Fig. 1: register map, names as in the netlist
Bar = 20 um.
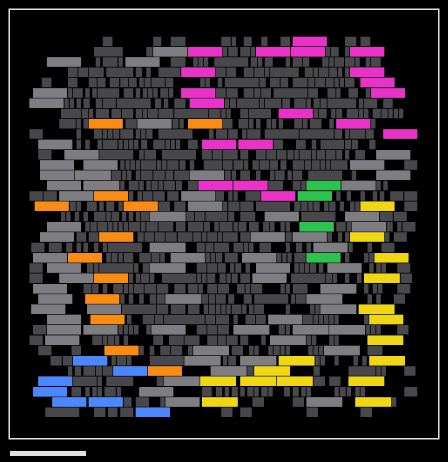
Fig. 2: the clock network
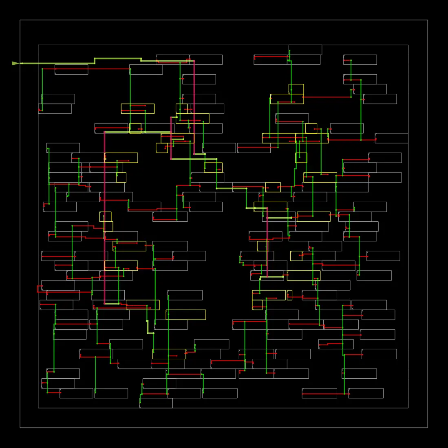
Fig. 3: wiring heat map
23 x 23 tiles, from dark purple (low) to yellow (high), scaled to the fullest tile. Values are wire area over tile area, all layers added.
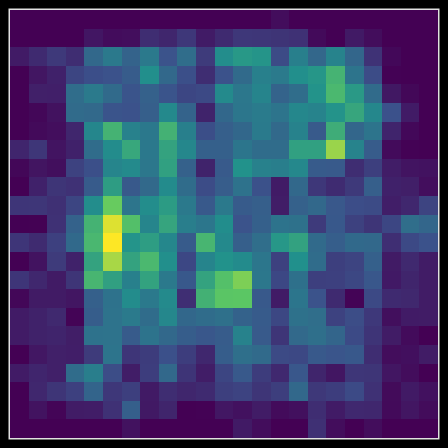
Fig. 4: wiring by layer
Only two layers are drawn.
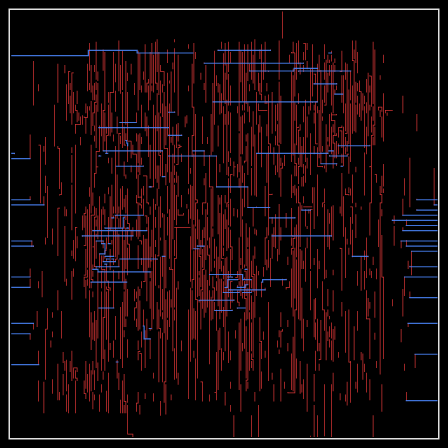
Fig. 5: cell density map
Bar = 20 um. 11 x 11 tiles, from dark purple (low) to yellow (high), 0 to 100% covered.
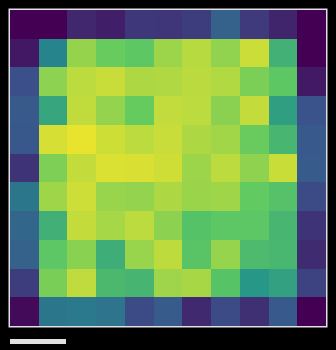
<file path="config.mk">
export PLATFORM = sky130hd
export DESIGN_NAME = seg7_scan_decoder
export DESIGN_NICKNAME = d
export VERILOG_FILES = /design/src/rtl/seg7_pkg.sv /design/src/rtl/seg7_pattern_decode.sv /design/src/rtl/seg7_scan_decoder.sv
export SDC_FILE = /design/constraint.sdc
export NUM_CORES = 1
export LEC_CHECK = 0
export ABC_AREA = 1
export CORE_MARGIN = 5
export CORE_UTILIZATION = 53
export CTS_CLUSTER_SIZE = 16
export DETAILED_ROUTE_END_ITERATION = 12
export PLACE_DENSITY_LB_ADDON = 0.15
export RECOVER_POWER = 50
export SLEW_MARGIN = 0
export SYNTH_ARGS = -nofsm -noshare
export SYNTH_HDL_FRONTEND = slang
export SYNTH_SLANG_ARGS = --single-unit
</file>
<file path="constraint.sdc">
create_clock -name clk -period 2 [get_ports clk]
set_clock_uncertainty 0.15 [all_clocks]
set_input_delay 0.4 -clock clk [delete_from_list [all_inputs] [get_ports clk]]
set_output_delay 0.4 -clock clk [all_outputs]
set_load 0.01 [all_outputs]
</file>
<file path="src/rtl/seg7_pkg.sv">
// Shared constants for the 7-segment scan receiver: segment patterns, digit codes, FSM states.
package seg7_pkg;

  localparam logic [6:0] SEG_0     = 7'h3F;
  localparam logic [6:0] SEG_1     = 7'h06;
  localparam logic [6:0] SEG_2     = 7'h5B;
  localparam logic [6:0] SEG_3     = 7'h4F;
  localparam logic [6:0] SEG_4     = 7'h66;
  localparam logic [6:0] SEG_5     = 7'h6D;
  localparam logic [6:0] SEG_6     = 7'h7D;
  localparam logic [6:0] SEG_7     = 7'h07;
  localparam logic [6:0] SEG_8     = 7'h7F;
  localparam logic [6:0] SEG_9     = 7'h6F;
  localparam logic [6:0] SEG_BLANK = 7'h00;

  localparam logic [3:0] DIGIT_BLANK   = 4'hE;
  localparam logic [3:0] DIGIT_INVALID = 4'hF;

  typedef enum logic [1:0] {
    IDLE   = 2'd0,
    SETTLE = 2'd1,
    ACCEPT = 2'd2,
    HOLD   = 2'd3
  } state_t;

  function automatic logic is_onehot4(input logic [3:0] v);
    return (v != 4'd0) && ((v & (v - 4'd1)) == 4'd0);
  endfunction

  // Caller guarantees sel is one-hot; slot 3 is the leftmost digit.
  function automatic logic [1:0] slot_of(input logic [3:0] sel);
    logic [1:0] idx;
    idx = 2'd0;
    for (int i = 0; i < 4; i++) begin
      if (sel[i]) idx = 2'(i);
    end
    return idx;
  endfunction

endpackage

</file>
<file path="src/rtl/seg7_pattern_decode.sv">
// Combinational 7-segment pattern to BCD decode; o_valid covers digits 0-9 and blank.
module seg7_pattern_decode
  import seg7_pkg::*;
(
  input  logic [6:0] i_pat,
  output logic       o_valid,
  output logic       o_blank,
  output logic [3:0] o_bcd
);

  always_comb begin
    o_valid = 1'b1;
    o_blank = 1'b0;
    o_bcd   = DIGIT_INVALID;
    case (i_pat)
      SEG_0:     o_bcd = 4'd0;
      SEG_1:     o_bcd = 4'd1;
      SEG_2:     o_bcd = 4'd2;
      SEG_3:     o_bcd = 4'd3;
      SEG_4:     o_bcd = 4'd4;
      SEG_5:     o_bcd = 4'd5;
      SEG_6:     o_bcd = 4'd6;
      SEG_7:     o_bcd = 4'd7;
      SEG_8:     o_bcd = 4'd8;
      SEG_9:     o_bcd = 4'd9;
      SEG_BLANK: begin
        o_blank = 1'b1;
        o_bcd   = DIGIT_BLANK;
      end
      default:   o_valid = 1'b0;
    endcase
  end

endmodule

</file>
<file path="src/rtl/seg7_scan_decoder.sv">
// Scan-bus receiver: sync, debounce per slot, decode, publish 4-digit frames; stale/err flags.
// Frame out ~(STABLE_CNT+1)*SAMPLE_DIV+4 clks after last slot settles; no backpressure, frames overwrite.
// SEG_ACTIVE_LOW_EN: invert i_seg at the synchroniser input for common-anode boards.
module seg7_scan_decoder
  import seg7_pkg::*;
#(
  parameter int SAMPLE_DIV = 64,
  parameter int STABLE_CNT = 4,
  parameter int TIMEOUT    = 500000
) (
  input  logic        clk,
  input  logic        reset,
  input  logic [3:0]  i_bit,
  input  logic [7:0]  i_seg,
  input  logic        i_err_clr,
  output logic [15:0] o_digits,
  output logic [3:0]  o_dp,
  output logic        o_valid,
  output logic        o_err,
  output logic        o_stale
);

  localparam int DIV_W = $clog2(SAMPLE_DIV + 1);
  localparam int STB_W = $clog2(STABLE_CNT + 1);
  localparam int TMO_W = $clog2(TIMEOUT + 1);
  localparam logic [DIV_W-1:0] DIV_LAST = DIV_W'(SAMPLE_DIV - 1);
  localparam logic [STB_W-1:0] STB_MAX  = STB_W'(STABLE_CNT);
  localparam logic [TMO_W-1:0] TMO_MAX  = TMO_W'(TIMEOUT);

  logic [7:0]       seg_in;
  logic [11:0]      sync1_q, sync1_d, sync2_q, sync2_d;
  logic [DIV_W-1:0] div_cnt_q, div_cnt_d;
  logic [STB_W-1:0] stab_cnt_q, stab_cnt_d;
  logic [11:0]      prev_key_q, prev_key_d;
  logic [11:0]      acc_key_q, acc_key_d;
  state_t           state_q, state_d;
  logic [3:0][3:0]  shadow_dig_q, shadow_dig_d;
  logic [3:0]       shadow_dp_q, shadow_dp_d;
  logic [3:0]       mask_q, mask_d;
  logic             pub_chk_q, pub_chk_d;
  logic [15:0]      digits_q, digits_d;
  logic [3:0]       dp_q, dp_d;
  logic             valid_q, valid_d;
  logic             err_q, err_d;
  logic [TMO_W-1:0] tmo_cnt_q, tmo_cnt_d;

  logic             strobe, key_onehot, accept, publish;
  logic [11:0]      key;
  logic [1:0]       slot;
  logic [3:0]       acc_digit;
  logic             dec_valid, dec_blank;
  logic [3:0]       dec_bcd;

`ifdef SEG_ACTIVE_LOW_EN
  assign seg_in = ~i_seg;
`else
  assign seg_in = i_seg;
`endif

  seg7_pattern_decode u_decode (
    .i_pat   (acc_key_q[6:0]),
    .o_valid (dec_valid),
    .o_blank (dec_blank),
    .o_bcd   (dec_bcd)
  );

  always_comb begin
    sync1_d    = {i_bit, seg_in};
    sync2_d    = sync1_q;
    key        = sync2_q;
    key_onehot = is_onehot4(key[11:8]);
    strobe     = (div_cnt_q == DIV_LAST);
    div_cnt_d  = strobe ? '0 : div_cnt_q + DIV_W'(1);

    stab_cnt_d = stab_cnt_q;
    prev_key_d = prev_key_q;
    if (strobe) begin
      prev_key_d = key;
      if (!key_onehot) begin
        stab_cnt_d = '0;
      end else if (key == prev_key_q && stab_cnt_q != '0) begin
        stab_cnt_d = (stab_cnt_q == STB_MAX) ? STB_MAX : stab_cnt_q + STB_W'(1);
      end else begin
        stab_cnt_d = STB_W'(1);
      end
    end

    // HOLD compares against the accepted key, not the previous sample, so a
    // slot change landing on the ACCEPT strobe is still seen as a change.
    state_d   = state_q;
    acc_key_d = acc_key_q;
    accept    = 1'b0;
    if (strobe) begin
      case (state_q)
        IDLE:   if (key_onehot) state_d = SETTLE;
        SETTLE: begin
          if (!key_onehot) begin
            state_d = IDLE;
          end else if (stab_cnt_d == STB_MAX) begin
            state_d   = ACCEPT;
            acc_key_d = key;
          end
        end
        ACCEPT: begin
          accept  = 1'b1;
          state_d = HOLD;
        end
        HOLD: begin
          if (!key_onehot)          state_d = IDLE;
          else if (key != acc_key_q) state_d = SETTLE;
        end
        default: state_d = IDLE;
      endcase
    end

    slot      = slot_of(acc_key_q[11:8]);
    acc_digit = dec_blank ? DIGIT_BLANK : (dec_valid ? dec_bcd : DIGIT_INVALID);

    shadow_dig_d = shadow_dig_q;
    shadow_dp_d  = shadow_dp_q;
    mask_d       = mask_q;
    pub_chk_d    = accept;
    publish      = pub_chk_q && (mask_q == 4'hF);
    if (publish) mask_d = '0;
    if (accept) begin
      shadow_dig_d[slot] = acc_digit;
      shadow_dp_d[slot]  = acc_key_q[7];
      mask_d[slot]       = 1'b1;
    end

    digits_d = publish ? shadow_dig_q : digits_q;
    dp_d     = publish ? shadow_dp_q  : dp_q;
    valid_d  = publish;

    err_d = err_q;
    if (i_err_clr)              err_d = 1'b0;
    if (accept && !dec_valid)   err_d = 1'b1;

    if (accept)                  tmo_cnt_d = '0;
    else if (tmo_cnt_q == TMO_MAX) tmo_cnt_d = TMO_MAX;
    else                         tmo_cnt_d = tmo_cnt_q + TMO_W'(1);
  end

  always_ff @(posedge clk or negedge reset) begin
    if (!reset) begin
      sync1_q      <= '0;
      sync2_q      <= '0;
      div_cnt_q    <= '0;
      stab_cnt_q   <= '0;
      prev_key_q   <= '0;
      acc_key_q    <= '0;
      state_q      <= IDLE;
      shadow_dig_q <= {4{DIGIT_BLANK}};
      shadow_dp_q  <= '0;
      mask_q       <= '0;
      pub_chk_q    <= 1'b0;
      digits_q     <= {4{DIGIT_BLANK}};
      dp_q         <= '0;
      valid_q      <= 1'b0;
      err_q        <= 1'b0;
      tmo_cnt_q    <= '0;
    end else begin
      sync1_q      <= sync1_d;
      sync2_q      <= sync2_d;
      div_cnt_q    <= div_cnt_d;
      stab_cnt_q   <= stab_cnt_d;
      prev_key_q   <= prev_key_d;
      acc_key_q    <= acc_key_d;
      state_q      <= state_d;
      shadow_dig_q <= shadow_dig_d;
      shadow_dp_q  <= shadow_dp_d;
      mask_q       <= mask_d;
      pub_chk_q    <= pub_chk_d;
      digits_q     <= digits_d;
      dp_q         <= dp_d;
      valid_q      <= valid_d;
      err_q        <= err_d;
      tmo_cnt_q    <= tmo_cnt_d;
    end
  end

  assign o_digits = digits_q;
  assign o_dp     = dp_q;
  assign o_valid  = valid_q;
  assign o_err    = err_q;
  assign o_stale  = (tmo_cnt_q == TMO_MAX);

endmodule

</file>
==> results.sh <==
# physical design summary
export IMPL_outcome="complete, but fails checks"
export IMPL_violations="setup timing"
export IMPL_via_per_inst=5.086
export IMPL_hold_start="sync1_q[4]$_DFF_PN0_"
export IMPL_area_growth_pct=40.36
export IMPL_ys_cells=639
export IMPL_busiest_layer="met2"
export IMPL_grt_util_met1_pct=25.09
export IMPL_combPwrFrac_pct=2.6
export IMPL_synth_cells=639
export IMPL_cts_root_buf="clkbuf_8"
export IMPL_routed_top_layer="met4"
export IMPL_synthDistinctLibCells=34
export IMPL_intPower_w=0.004321
export IMPL_met2RoutedLength_um=6688
export IMPL_power_leader="the clock network"
export IMPL_power_frac_seq_pct=46.0
export IMPL_fin_crit_ns=2.211
export IMPL_postRouteAntennaNets=0
export IMPL_setup_viol=17
export IMPL_dieArea_mm2=0.01277
export IMPL_wl_met3_um=655
export IMPL_startpoint="tmo_cnt_q[0]$_DFF_PN0_"
export IMPL_comb_area_mm2=0.002399
export IMPL_gr_total_overflow=0
export IMPL_setup_ws_ns=-0.2112
export IMPL_async_flop_share_pct=100.0
export IMPL_clock_latency_late_pin_ns=0.52
export IMPL_end_kind="output pin"
export IMPL_power_leakage_nw=3.718
export IMPL_grt_max_degree=42
export IMPL_cts_tree="built"
export IMPL_pg_comb_w=0.000145
export IMPL_rr_startpoint="div_cnt_q[0]$_DFF_PN0_"
export IMPL_dieWidth_um=113.0
export IMPL_first_pass_iters=6
export IMPL_met1Wirelength_um=5515
export IMPL_yosysChipArea_mm2=0.005624
export IMPL_ff_type="dfrtp_1"
export IMPL_drive_above_1_share_pct=33.08
export IMPL_post_place_ws_ns=-0.1434
export IMPL_clkTransAtPathRegs_ns=0.06
export IMPL_place_area_mm2=0.006669
export IMPL_nFillCells=664
## Picture notes: Fig. 1
`div_cnt_q` -> blue  # sequential cells 7, where south-west
`o_digits` -> yellow  # sequential cells 16, where south-east
`shadow_dp_q` -> green  # sequential cells 4, where east
`tmo_cnt_q` -> magenta  # sequential cells 19
`prev_key_q` -> orange  # sequential cells 12
not coloured = 68
final core utilization: 76.46%
Power Sequential: 0.00259 W
sequential cell area: 0.003193 mm^2
Seq area share: 40.45%

## Picture notes: Fig. 2
TritonCTS Buffers: 17
Flops: 126
Sink Count: 126

## Picture notes: Fig. 3
nearly empty tiles = 15%
densest ninth of the die = centre
mean over tiles = 0.17
via count: 4766
Routed WL: 13230 um
routed length per instance: 14.12 um

## Picture notes: Fig. 4
met2 -> red  # wire length 6690 um
met3 -> blue  # wire length 656 um
Tot GR Track Use: 19.99%

## Picture notes: Fig. 5
densest ninth of the die = centre
tiles over 75% full = 48%
mean over tiles = 61%
fullest tile = 97%
nearly empty tiles = 4.1%
core area: 0.01032 mm^2
FP Util: 54.48%

[metrics by stage]
step,instances,hold slack [ns]
3_3_place_gp,868,0.1608
3_5_place_dp,868,0.1634
4_1_cts,906,0.1504
2_1_floorplan,639,-0.04559
5_1_grt,937,0.2079
6_report,937,0.1971
[sequential cells by signal (all words and copies together), names as in the netlist, 3 cells and up, named ones only]
signal,count
tmo_cnt_q,19
o_digits,16
shadow_dig_q,16
acc_key_q,12
key,12
prev_key_q,12
sync1_q,12
div_cnt_q,7
mask_q,4
o_dp,4
shadow_dp_q,4
stab_cnt_q,3
[layout make-up]
| type | count | area share [%] |
|---|---|---|
| tap | 136 | 2.156 |
| timing repair buffer | 141 | 15.42 |
| clock inverter | 15 | 1.886 |
| clock buffer | 17 | 5.246 |
| multi-input combinational | 411 | 30.39 |
| inverter | 91 | 4.454 |
| sequential | 126 | 40.45 |
[worst max-delay path: stages, from the launching register on]
cell	delay (ns)
dfrtp_1	0.40
inv_2	0.08
ha_4	0.12
nand4_1	0.17
nor4_4	0.21
buf_2	0.18
[cell usage in the layout (no fill, tap or decap), types with 8 or more instances in the layout]
cell type        count
a21oi_1             12
buf_4               91
buf_6                8
clkbuf_16           18
clkdlybuf4s50_1     11
dfrtp_1             94
dfrtp_2              8
dfstp_2             24
dlygate4sd2_1       12
dlygate4sd3_1       13
inv_1               77
inv_2               12
inv_6                9
nand2_1            167
nand2_2             20
nand3_1             14
nand3_2              9
nand4_1             12
nor2_1              31
nor3_1               9
o21ai_0             33
o21ai_1             11
o21ai_2             11
xnor2_1             13
xor2_1              11
[worst paths after layout]
path / cells past startpoint / end / slack (ns)
hold reg to reg: 0 / key[4]$_DFF_PN0_ / 0.20
setup / recovery: 5 / o_stale / -0.21
hold / removal: 0 / key[4]$_DFF_PN0_ / 0.20
max in group asynchronous: 3 / acc_key_q[5]$_DFFE_PN0P_ / 0.21
setup reg to reg: 13 / acc_key_q[6]$_DFFE_PN0P_ / -0.20
min in group asynchronous: 2 / shadow_dp_q[3]$_DFFE_PN0P_ / 0.50
[repair_timing]
action,CTS,global route
pin swaps,16,35
endpoints found under the setup margin,39,40
hold buffers,1,0
cloned,0,3
hold endpoints to repair,90,0
gates resized,41,94
setup buffers,6,28
[synthesized netlist by cell type (4+ instances only)]
master    instances  area share (%)
a21oi_1          13             1.2
clkbuf_1          7            0.47
dfrtp_1         102              45
dfstp_2          24              11
ha_1              5             1.1
inv_1            86             5.7
inv_2             5            0.33
nand2_1         194              13
nand3_1          21             1.9
nand4_1          12             1.3
nor2_1           41             2.7
nor3_1           12             1.1
nor4_1           11             1.2
o21ai_0          41             3.6
o21ai_1          11            0.98
or2_2             4            0.44
xnor2_1          13             2.0
xor2_1           11             1.7
[kinds of logic (layout without fill, tap and decap cells)]
logic type               after synthesis  count (layout)  share of synthesized area (%)
AND-OR/OR-AND                         75              75                          7.208
adder cells (fa/ha/maj)                5               5                          1.112
AND/OR/NAND/NOR                      307             307                          24.41
buffers and inverters                102             264                          6.941
XOR/XNOR                              24              24                          3.737
flip-flops                           126             126                          56.60
No activity file was given, so power comes from the tool's default toggle rates.
